===== config.mk =====
export PLATFORM = sky130hd
export DESIGN_NAME = pipeline_stall_ctrl_flat
export DESIGN_NICKNAME = d
export VERILOG_FILES = /design/src/rtl/pipeline_stall_ctrl_pkg.sv /design/src/rtl/pipeline_stall_ctrl_if.sv /design/src/rtl/pipeline_stall_ctrl_load_use_detect.sv /design/src/rtl/pipeline_stall_ctrl.sv /design/src/flat_wrapper.sv
export SDC_FILE = /design/constraint.sdc
export NUM_CORES = 1
export LEC_CHECK = 0
export ABC_AREA = 1
export CORE_MARGIN = 2
export CORE_UTILIZATION = 30
export DETAILED_ROUTE_END_ITERATION = 16
export GPL_ROUTABILITY_DRIVEN = 0
export GPL_TIMING_DRIVEN = 0
export PLACE_DENSITY = 0.64
export SKIP_LAST_GASP = 1
export SLEW_MARGIN = 15
export SYNTH_ARGS = -nofsm -noshare
export SYNTH_HDL_FRONTEND = slang
export SYNTH_HIERARCHICAL = 1
export SYNTH_SLANG_ARGS = --single-unit

===== constraint.sdc =====
create_clock -name clk_i -period 2 [get_ports clk_i]
set_input_delay 0.4 -clock clk_i [delete_from_list [all_inputs] [get_ports clk_i]]
set_output_delay 0.4 -clock clk_i [all_outputs]
set_load 0.01 [all_outputs]

===== src/rtl/pipeline_stall_ctrl_pkg.sv =====
// Shared types and sizing helpers for the pipeline stall/flush controller.
package pipeline_stall_ctrl_pkg;

  typedef enum logic [1:0] {
    StIdle,
    StBusy,
    StDone
  } mem_state_e;

  localparam int unsigned RegWDefault    = 5;
  localparam int unsigned TimeoutDefault = 16;

  // Width of the BUSY-cycle counter; it only needs to reach timeout-1.
  function automatic int unsigned timeout_cnt_w(int unsigned timeout);
    int unsigned w;
    w = unsigned'($clog2(timeout));
    return (w == 0) ? 1 : w;
  endfunction

endpackage


===== src/rtl/pipeline_stall_ctrl_if.sv =====
// Data-memory request/response bus between the stall controller and off-core memory.
interface pipeline_stall_ctrl_if #(
  parameter int unsigned ADDR_W = 32,
  parameter int unsigned DATA_W = 32
) ();

  logic              req;
  logic              we;
  logic [ADDR_W-1:0] addr;
  logic [DATA_W-1:0] wdata;
  logic              ack;
  logic [DATA_W-1:0] rdata;

  modport master (
    output req,
    output we,
    output addr,
    output wdata,
    input  ack,
    input  rdata
  );

  modport slave (
    input  req,
    input  we,
    input  addr,
    input  wdata,
    output ack,
    output rdata
  );

endinterface


===== src/rtl/pipeline_stall_ctrl_load_use_detect.sv =====
// Load-use hazard comparator: the load in EX writes a register the ID instruction reads.
module load_use_detect
  import pipeline_stall_ctrl_pkg::*;
#(
  parameter int unsigned REG_W = RegWDefault
) (
  input  logic             ex_memread_i,
  input  logic [REG_W-1:0] ex_rd_i,
  input  logic [REG_W-1:0] id_rs1_i,
  input  logic [REG_W-1:0] id_rs2_i,
  output logic             lu_o
);

  // x0 is hardwired, so a load targeting it never creates a dependency.
  assign lu_o = ex_memread_i && (ex_rd_i != '0) &&
                ((ex_rd_i == id_rs1_i) || (ex_rd_i == id_rs2_i));

endmodule


===== src/rtl/pipeline_stall_ctrl.sv =====
// Central stall/flush controller: load-use stalls, branch flushes and a data-memory
// request FSM that freezes the whole pipeline while an access is outstanding.
module pipeline_stall_ctrl
  import pipeline_stall_ctrl_pkg::*;
#(
  parameter int unsigned ADDR_W  = 32,
  parameter int unsigned DATA_W  = 32,
  parameter int unsigned REG_W   = RegWDefault,
  parameter int unsigned TIMEOUT = TimeoutDefault
) (
  input  logic                  clk_i,
  input  logic                  rst_i,
  input  logic [REG_W-1:0]      id_rs1_i,
  input  logic [REG_W-1:0]      id_rs2_i,
  input  logic [REG_W-1:0]      ex_rd_i,
  input  logic                  ex_memread_i,
  input  logic                  branch_taken_i,
  input  logic                  mem_req_i,
  input  logic                  mem_we_i,
  input  logic [ADDR_W-1:0]     mem_addr_i,
  input  logic [DATA_W-1:0]     mem_wdata_i,
  pipeline_stall_ctrl_if.master dmem,
  output logic [DATA_W-1:0]     mem_rdata_o,
  output logic                  freeze_o,
  output logic                  pc_hold_o,
  output logic                  if_id_hold_o,
  output logic                  id_ex_bubble_o,
  output logic                  if_id_flush_o,
  output logic                  err_o,
  output logic [31:0]           stall_cnt_o
);

  localparam int unsigned    CntW    = timeout_cnt_w(TIMEOUT);
  localparam logic [CntW-1:0] CntLast = CntW'(TIMEOUT - 1);

  mem_state_e        state_q, state_d;
  logic [CntW-1:0]   cnt_q, cnt_d;
  logic              we_q, we_d;
  logic [ADDR_W-1:0] addr_q, addr_d;
  logic [DATA_W-1:0] wdata_q, wdata_d;
  logic [DATA_W-1:0] rdata_q, rdata_d;
  logic              err_q, err_d;
  logic [31:0]       stall_cnt_q, stall_cnt_d;

  logic freeze;
  logic busy;
  logic lu;
  logic timeout_hit;

  load_use_detect #(
    .REG_W(REG_W)
  ) u_load_use_detect (
    .ex_memread_i(ex_memread_i),
    .ex_rd_i     (ex_rd_i),
    .id_rs1_i    (id_rs1_i),
    .id_rs2_i    (id_rs2_i),
    .lu_o        (lu)
  );

  // An ack in the final BUSY cycle takes precedence over the timeout.
  assign timeout_hit = (state_q == StBusy) && !dmem.ack && (cnt_q == CntLast);

  // State register.
  always_ff @(posedge clk_i) begin
    if (!rst_i) begin
      state_q <= StIdle;
    end else begin
      state_q <= state_d;
    end
  end

  // Next-state logic.
  always_comb begin
    state_d = state_q;
    unique case (state_q)
      StIdle: if (mem_req_i) state_d = StBusy;
      StBusy: if (dmem.ack || timeout_hit) state_d = StDone;
      StDone: state_d = StIdle;
      default: state_d = StIdle;
    endcase
  end

  // FSM outputs; freeze asserts in the request cycle so the MEM instruction never leaves.
  always_comb begin
    freeze = 1'b0;
    busy   = 1'b0;
    unique case (state_q)
      StIdle: freeze = mem_req_i;
      StBusy: begin
        freeze = 1'b1;
        busy   = 1'b1;
      end
      StDone: freeze = 1'b0;
      default: freeze = 1'b0;
    endcase
  end

  // Hold/bubble/flush arbitration: freeze > load-use > branch flush.
  always_comb begin
    pc_hold_o      = 1'b0;
    if_id_hold_o   = 1'b0;
    id_ex_bubble_o = 1'b0;
    if_id_flush_o  = 1'b0;
    if (freeze) begin
      pc_hold_o    = 1'b1;
      if_id_hold_o = 1'b1;
    end else if (lu) begin
      pc_hold_o      = 1'b1;
      if_id_hold_o   = 1'b1;
      id_ex_bubble_o = 1'b1;
    end else begin
      if_id_flush_o = branch_taken_i;
    end
  end

  // Request latch, timeout counter, load capture, error flag and stall counter.
  always_comb begin
    cnt_d       = cnt_q;
    we_d        = we_q;
    addr_d      = addr_q;
    wdata_d     = wdata_q;
    rdata_d     = rdata_q;
    err_d       = err_q;
    stall_cnt_d = stall_cnt_q + {31'b0, (freeze | lu)};
    if ((state_q == StIdle) && mem_req_i) begin
      we_d    = mem_we_i;
      addr_d  = mem_addr_i;
      wdata_d = mem_wdata_i;
      cnt_d   = '0;
    end else if (state_q == StBusy) begin
      if (dmem.ack) begin
        if (!we_q) rdata_d = dmem.rdata;
      end else if (timeout_hit) begin
        rdata_d = '0;
        err_d   = 1'b1;
      end else begin
        cnt_d = cnt_q + CntW'(1);
      end
    end
  end

  always_ff @(posedge clk_i) begin
    if (!rst_i) begin
      cnt_q       <= '0;
      we_q        <= 1'b0;
      addr_q      <= '0;
      wdata_q     <= '0;
      rdata_q     <= '0;
      err_q       <= 1'b0;
      stall_cnt_q <= '0;
    end else begin
      cnt_q       <= cnt_d;
      we_q        <= we_d;
      addr_q      <= addr_d;
      wdata_q     <= wdata_d;
      rdata_q     <= rdata_d;
      err_q       <= err_d;
      stall_cnt_q <= stall_cnt_d;
    end
  end

  assign dmem.req    = busy;
  assign dmem.we     = we_q;
  assign dmem.addr   = addr_q;
  assign dmem.wdata  = wdata_q;
  assign mem_rdata_o = rdata_q;
  assign freeze_o    = freeze;
  assign err_o       = err_q;
  assign stall_cnt_o = stall_cnt_q;

endmodule


===== src/flat_wrapper.sv =====
// flat-port wrapper written by rule: the top's interface ports become plain ports
module pipeline_stall_ctrl_flat import pipeline_stall_ctrl_pkg::*;
#(
  parameter int unsigned ADDR_W  = 32,
  parameter int unsigned DATA_W  = 32,
  parameter int unsigned REG_W   = RegWDefault,
  parameter int unsigned TIMEOUT = TimeoutDefault
)
  (clk_i, rst_i, id_rs1_i, id_rs2_i, ex_rd_i, ex_memread_i, branch_taken_i, mem_req_i, mem_we_i, mem_addr_i, mem_wdata_i, mem_rdata_o, freeze_o, pc_hold_o, if_id_hold_o, id_ex_bubble_o, if_id_flush_o, err_o, stall_cnt_o, dmem_req, dmem_we, dmem_addr, dmem_wdata, dmem_ack, dmem_rdata);
  pipeline_stall_ctrl_if #(.ADDR_W(ADDR_W), .DATA_W(DATA_W)) dmem_i ();
  input  logic clk_i;
  input  logic rst_i;
  input  logic [REG_W-1:0] id_rs1_i;
  input  logic [REG_W-1:0] id_rs2_i;
  input  logic [REG_W-1:0] ex_rd_i;
  input  logic ex_memread_i;
  input  logic branch_taken_i;
  input  logic mem_req_i;
  input  logic mem_we_i;
  input  logic [ADDR_W-1:0] mem_addr_i;
  input  logic [DATA_W-1:0] mem_wdata_i;
  output logic [DATA_W-1:0] mem_rdata_o;
  output logic freeze_o;
  output logic pc_hold_o;
  output logic if_id_hold_o;
  output logic id_ex_bubble_o;
  output logic if_id_flush_o;
  output logic err_o;
  output logic [31:0] stall_cnt_o;
  output wire logic [$bits(dmem_i.req)-1:0] dmem_req;
  output wire logic [$bits(dmem_i.we)-1:0] dmem_we;
  output wire logic [$bits(dmem_i.addr)-1:0] dmem_addr;
  output wire logic [$bits(dmem_i.wdata)-1:0] dmem_wdata;
  input wire logic [$bits(dmem_i.ack)-1:0] dmem_ack;
  input wire logic [$bits(dmem_i.rdata)-1:0] dmem_rdata;
  assign dmem_req = dmem_i.req;
  assign dmem_we = dmem_i.we;
  assign dmem_addr = dmem_i.addr;
  assign dmem_wdata = dmem_i.wdata;
  assign dmem_i.ack = dmem_ack;
  assign dmem_i.rdata = dmem_rdata;
  pipeline_stall_ctrl #(.ADDR_W(ADDR_W), .DATA_W(DATA_W), .REG_W(REG_W), .TIMEOUT(TIMEOUT)) u_core (.clk_i(clk_i), .rst_i(rst_i), .id_rs1_i(id_rs1_i), .id_rs2_i(id_rs2_i), .ex_rd_i(ex_rd_i), .ex_memread_i(ex_memread_i), .branch_taken_i(branch_taken_i), .mem_req_i(mem_req_i), .mem_we_i(mem_we_i), .mem_addr_i(mem_addr_i), .mem_wdata_i(mem_wdata_i), .dmem(dmem_i), .mem_rdata_o(mem_rdata_o), .freeze_o(freeze_o), .pc_hold_o(pc_hold_o), .if_id_hold_o(if_id_hold_o), .id_ex_bubble_o(id_ex_bubble_o), .if_id_flush_o(if_id_flush_o), .err_o(err_o), .stall_cnt_o(stall_cnt_o));
endmodule

run_1/sizing.png
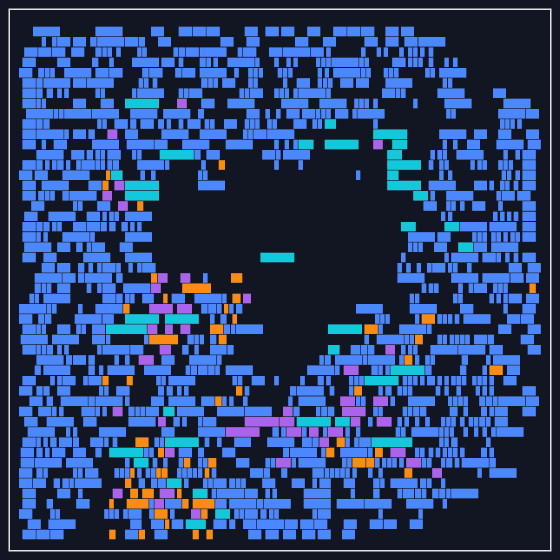
| size | color | cells | share | most used |
|---|---|---|---|---|
| x1 and smaller | blue | 1015 | 88% | nor2_1 |
| x2 | orange | 55 | 4.8% | buf_2 |
| x6 and larger | cyan | 37 | 3.2% | clkbuf_16 |
| x3 and x4 | purple | 43 | 3.7% | buf_4 |

run_1/clock_wires.png
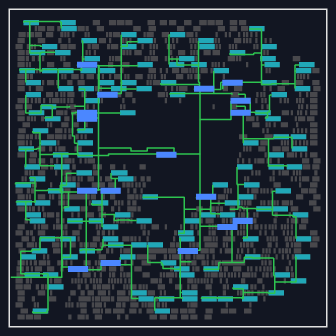
[clock wires] green | length: 1870 um
[flip-flops] cyan | count: 136
[clock-net drivers] blue | count: 17
flops lie: all over the die
Skew-Pair Late Insertion Delay: 0.42 ns
Worst Skew: 0.0111 ns
Clk network pwr share: 42.9%
clock distribution power: 0.00316 W

==> flow_metrics.rpt, run 1 <==
IMPLEMENTATION SUMMARY REPORT
----------------------------------------------------
[Pwr]
  Part of the total power dissipated in combinational logic ........................ 16.8%
  Internal Pwr Total ........................ 0.00541 W
  Power group with the largest share ........................ the clock network

[Outcome]
  Status ........................ finished with violations
  Failing checks ........................ setup timing

[STA]
  Final setup violation count ........................ 5
  Final critical-path setup slack ........................ -0.0545 ns

[Yosys]
  Main area contributors ........................ sky130_fd_sc_hd__dfxtp_1 (47%), sky130_fd_sc_hd__nor2_1 (17%), sky130_fd_sc_hd__nand2_1 (14%), sky130_fd_sc_hd__o21ai_0 (5.8%), sky130_fd_sc_hd__inv_1 (2.9%)
  Dominant kind of combinational cell ........................ simple AND/OR/NAND/NOR gates
  Area of the mapped netlist ........................ approximately 5800 um^2
  Post-synthesis cell type with the largest instance count ........................ sky130_fd_sc_hd__nor2_1
  Synth Flop Type ........................ sky130_fd_sc_hd__dfxtp_1
  Library cell with the largest summed area after synthesis ........................ sky130_fd_sc_hd__dfxtp_1
  Number of flops mapped to enable cells by yosys ........................ 0

[Cells and area]
  Most frequent logic cell in the layout ........................ sky130_fd_sc_hd__nor2_1
  Number of filler instances in the final layout ........................ 1869
  Most area-hungry cell class in the final design ........................ combinational gates
  Buffer share of cell area ........................ slightly below 30%
  Final std cells w/o fill ........................ roughly 1400

[Critical path]
  Cell depth of the worst setup path ........................ 17
  Critical register-to-register path endpoint ........................ u_core/stall_cnt_o[30]
  Gate family responsible for the most delay along the worst path ........................ simple AND/OR/NAND/NOR gates
  Critical Path Max Stage Delay ........................ about 0.23 ns
  Slack of the worst reg-to-reg path ........................ -0.02 ns

[CTS]
  H-tree depth ........................ 4
  Clock buffer depth ........................ 2

[Global routing]
  Number of global-route vias before repair ........................ approximately 5900
  Residual overflow from global routing ........................ 0
  GR Util met2 ........................ slightly above 30%
  Number of antenna violations at the first check in global routing ........................ 1

[Floorplan]
  Pre-placement core utilization ........................ 30.8%

[Routing]
  Wire length per cell ........................ 13.2 um

[Worst hold path]
  Instance count along the most critical hold path ........................ 5

----------------------------------------------------
run_1/congestion_map.png
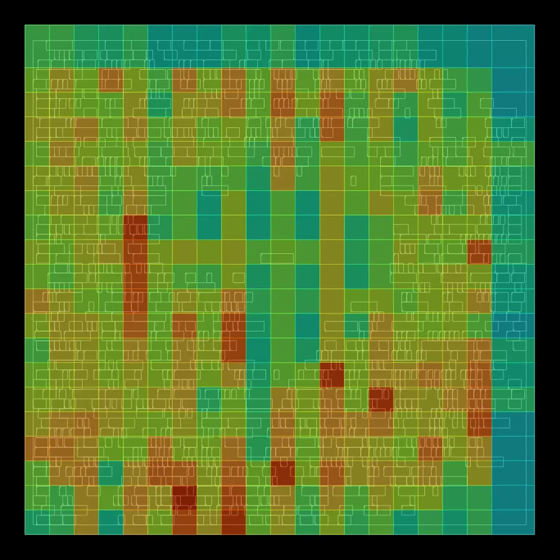
global router's overall resource usage: 18.1%
met1 usage: 20.5%
Post-Route Utilization: 50.3%

run_1/m3.png
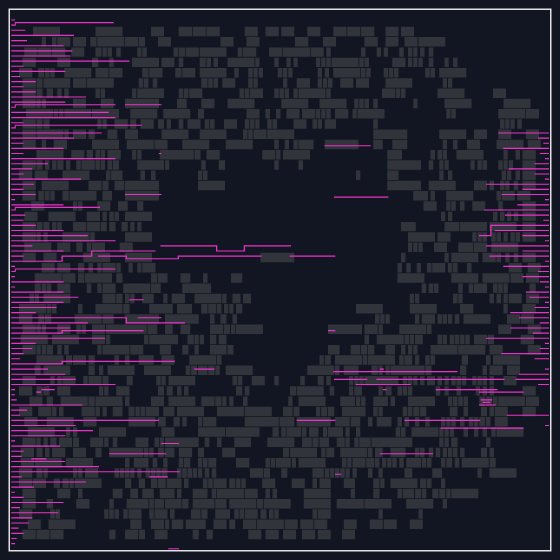
wire length on this layer: 2020 um
longest straight run: 44.4 um
share of all routed wire: 11%
main direction: horizontal
nets with wire on the layer: 174
vias: 6176
Global Route met3 Usage: 8.12%
Final Routed Wirelength: 18.6 mm

run_1/gates.png
The bar under the picture is 50 um long.
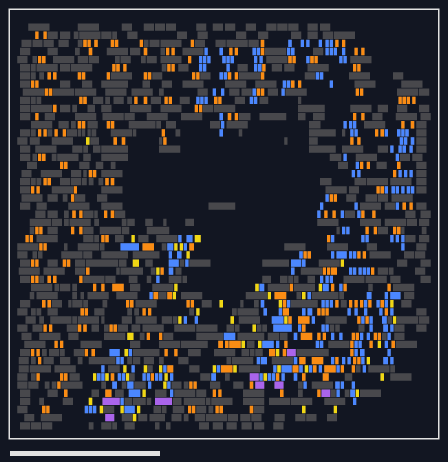

==> inputs of run 2 (changes only) <==
--- a/config.mk
+++ b/config.mk
@@ -7,12 +7,12 @@
 export LEC_CHECK = 0
 export ABC_AREA = 1
 export CORE_MARGIN = 2
-export CORE_UTILIZATION = 30
+export CORE_UTILIZATION = 38
 export DETAILED_ROUTE_END_ITERATION = 16
 export GPL_ROUTABILITY_DRIVEN = 0
 export GPL_TIMING_DRIVEN = 0
-export PLACE_DENSITY = 0.64
-export SKIP_LAST_GASP = 1
+export HOLD_SLACK_MARGIN = 0.03
+export PLACE_DENSITY = 0.77
 export SLEW_MARGIN = 15
 export SYNTH_ARGS = -nofsm -noshare
 export SYNTH_HDL_FRONTEND = slang
run_2/gates.png
The bar under the picture is 50 um long.
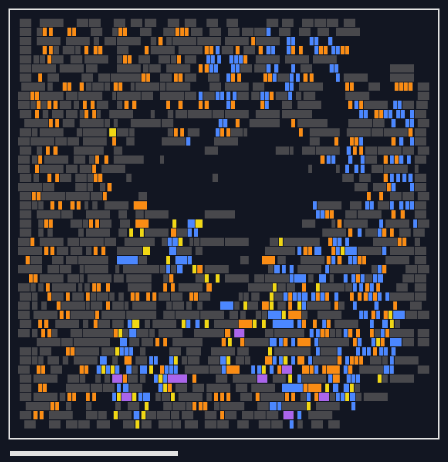
| family | color | cells | most used |
|---|---|---|---|
| xor and xnor cells | purple | 8 | xor2_1 |
| nand cells | blue | 237 | nand2_1 |
| inv cells | yellow | 54 | inv_1 |
| nor cells | orange | 272 | nor2_1 |

==> run 2 against run 1 <==
- the run still ends with setup timing left
- core utilization rose by 13 points
- cell area shrank 0.29%
- largest power group unchanged
- combinational power about the same
- worst hold slack improved by 0.013 ns
==> flow_metrics.rpt, run 2 <==
IMPLEMENTATION SUMMARY REPORT
----------------------------------------------------
[Routing]
  Vias ........................ 6223 (+0.76%)
  Final Routed Wirelength ........................ 17.9 mm (-3.9%)
  Wire length per cell ........................ 13.4 um (+0.99%)

[Yosys]
  Post-synthesis cell type with the largest instance count ........................ sky130_fd_sc_hd__nor2_1
  Area of the mapped netlist ........................ 5800 um^2 (unchanged)
  Number of flops mapped to enable cells by yosys ........................ 0 (unchanged)
  Library cell with the largest summed area after synthesis ........................ sky130_fd_sc_hd__dfxtp_1
  Main area contributors ........................ sky130_fd_sc_hd__dfxtp_1 (47%), sky130_fd_sc_hd__nor2_1 (17%), sky130_fd_sc_hd__nand2_1 (14%), sky130_fd_sc_hd__o21ai_0 (5.8%), sky130_fd_sc_hd__inv_1 (2.9%)

[Pwr]
  Internal Pwr Total ........................ 0.00568 W (+4.9%)
  Clk network pwr share ........................ 44.0% (+1.1 points)
  Power group with the largest share ........................ the clock network

[Global routing]
  Residual overflow from global routing ........................ 0 (unchanged)
  Met1 usage ........................ 24.1% (+3.5 points)
  Number of global-route vias before repair ........................ 5980 (+2.2%)
  Global router's overall resource usage ........................ 21.9% (+3.8 points)
  GR Util met2 ........................ 38.0% (+7.6 points)
  Number of antenna violations at the first check in global routing ........................ 2 (+1)

[Critical path]
  Slack of the worst reg-to-reg path ........................ 0.02 ns (+0.04 ns)
  Critical Path Max Stage Delay ........................ 0.45 ns (+0.22 ns)
  Cell depth of the worst setup path ........................ 15 (-2)
  Gate family responsible for the most delay along the worst path ........................ buffers and inverters

[Cells and area]
  Most frequent logic cell in the layout ........................ sky130_fd_sc_hd__nor2_1
  Most area-hungry cell class in the final design ........................ buffers
  Final std cells w/o fill ........................ 1342 (-4.8%)
  Buffer share of cell area ........................ 29.9% (+0.43 points)
  Post-Route Utilization ........................ 62.9% (+13 points)

[STA]
  Final setup violation count ........................ 11 (+6)
  Final critical-path setup slack ........................ -0.0654 ns (-0.0109 ns)
  Worst Skew ........................ 0.00656 ns (-0.00449 ns)

[CTS]
  Clock buffer depth ........................ 2 (unchanged)
  Skew-Pair Late Insertion Delay ........................ 0.41 ns (about the same)

[Outcome]
  Status ........................ finished with violations
  Failing checks ........................ setup timing

----------------------------------------------------
run_2/sizing.png
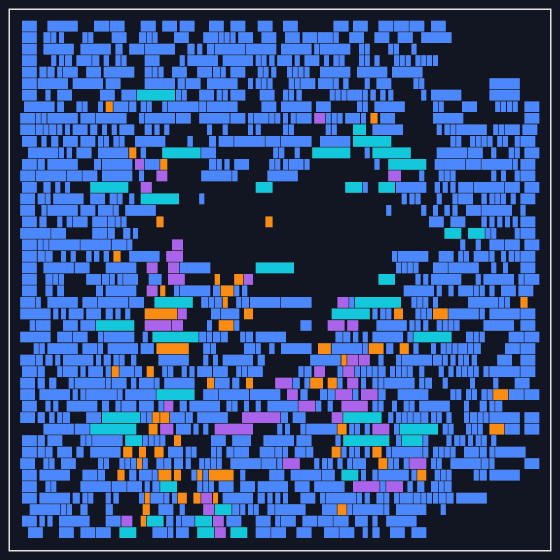
| size | color | cells | share | most used |
|---|---|---|---|---|
| x2 | orange | 56 | 4.9% | buf_2 |
| x1 and smaller | blue | 1015 | 88% | nor2_1 |
| x3 and x4 | purple | 44 | 3.8% | buf_4 |
| x6 and larger | cyan | 38 | 3.3% | clkbuf_16 |

==> inputs of run 3 (changes only) <==
--- a/config.mk
+++ b/config.mk
@@ -13,7 +13,7 @@
 export GPL_TIMING_DRIVEN = 0
 export HOLD_SLACK_MARGIN = 0.03
 export PLACE_DENSITY = 0.77
-export SLEW_MARGIN = 15
+export SLEW_MARGIN = 20
 export SYNTH_ARGS = -nofsm -noshare
 export SYNTH_HDL_FRONTEND = slang
 export SYNTH_HIERARCHICAL = 1
run_3/clock_wires.png
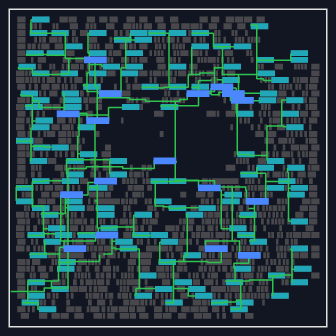
[flip-flops] cyan | count: 136
[clock wires] green | length: 1750 um
[clock-net drivers] blue | count: 17
flops lie: all over the die
routed clock nets: 18

==> run 3 against run 2 <==
- the run still ends with setup timing left
- global-route usage stayed put
- via count stayed put
- clock power hardly changed
- flip-flop count stayed put
- fmax stayed put
- first-iteration DRC count stayed put
- total power stayed put
- critical path depth stayed put
- wire length stayed put
- synthesized cell count stayed put
- combinational power hardly changed
- critical endpoint unchanged
- largest cell class unchanged
==> flow_metrics.rpt, run 3 <==
IMPLEMENTATION SUMMARY REPORT
----------------------------------------------------
[Outcome]
  Status ........................ finished with violations
  Failing checks ........................ setup timing

[Routing]
  Final Routed Wirelength ........................ 17.9 mm (unchanged)
  Wire length per cell ........................ 13.4 um (unchanged)
  Vias ........................ 6223 (unchanged)
  Count of unresolved DRC violations after routing ........................ 0
  Highest routed metal layer ........................ met5

[Job]
  Total tool warning count ........................ 30

[STA]
  Worst Skew ........................ 0.00656 ns (unchanged)
  Final setup violation count ........................ 11 (unchanged)
  Final critical-path setup slack ........................ -0.0654 ns (unchanged)

[Pwr]
  Power group with the largest share ........................ the clock network
  Internal Pwr Total ........................ 0.00568 W (unchanged)

[Yosys]
  Library cell with the largest summed area after synthesis ........................ sky130_fd_sc_hd__dfxtp_1
  Main area contributors ........................ sky130_fd_sc_hd__dfxtp_1 (47%), sky130_fd_sc_hd__nor2_1 (17%), sky130_fd_sc_hd__nand2_1 (14%), sky130_fd_sc_hd__o21ai_0 (5.8%), sky130_fd_sc_hd__inv_1 (2.9%)
  Post-synthesis cell type with the largest instance count ........................ sky130_fd_sc_hd__nor2_1
  Area of the mapped netlist ........................ 5800 um^2 (unchanged)
  Number of flops mapped to enable cells by yosys ........................ 0 (unchanged)

[Global routing]
  Number of antenna violations at the first check in global routing ........................ 2 (unchanged)
  Residual overflow from global routing ........................ 0 (unchanged)
  Number of global-route vias before repair ........................ 5980 (unchanged)
  GR Util met2 ........................ 38.0% (unchanged)
  Met1 usage ........................ 24.1% (unchanged)

[CTS]
  Clock buffer depth ........................ 2 (unchanged)
  Clock edge transition at the registers on the reported setup and hold paths ........................ approximately 0.060 ns
  Skew-Pair Late Insertion Delay ........................ 0.41 ns (about the same)

[Cells and area]
  Final instance area ........................ 9450 um^2
  Buffer share of cell area ........................ 29.9% (unchanged)
  Post-Route Utilization ........................ 62.9% (unchanged)

[Critical path]
  Slack of the worst reg-to-reg path ........................ 0.02 ns (about the same)
  Critical Path Max Stage Delay ........................ 0.45 ns (about the same)

[Floorplan]
  DIE AREA ........................ around 16000 um^2

----------------------------------------------------
run_3/gates.png
The bar under the picture is 50 um long.
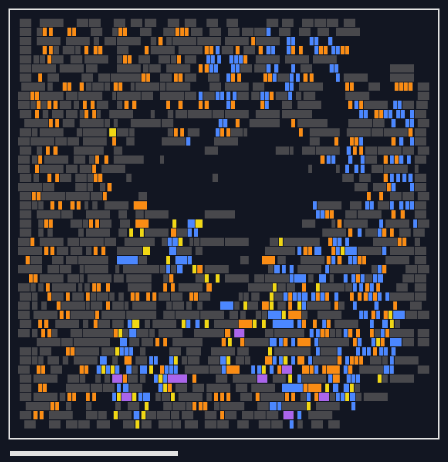
| family | color | cells | most used |
|---|---|---|---|
| inv cells | yellow | 54 | inv_1 |
| xor and xnor cells | purple | 8 | xor2_1 |
| nand cells | blue | 237 | nand2_1 |
| nor cells | orange | 272 | nor2_1 |
final std cells w/o fill: 1342
share of cell area taken by multi-input logic gates: 29.9%
most frequent logic cell in the layout: sky130_fd_sc_hd__nor2_1

Power is estimated from default activity; no workload was simulated.
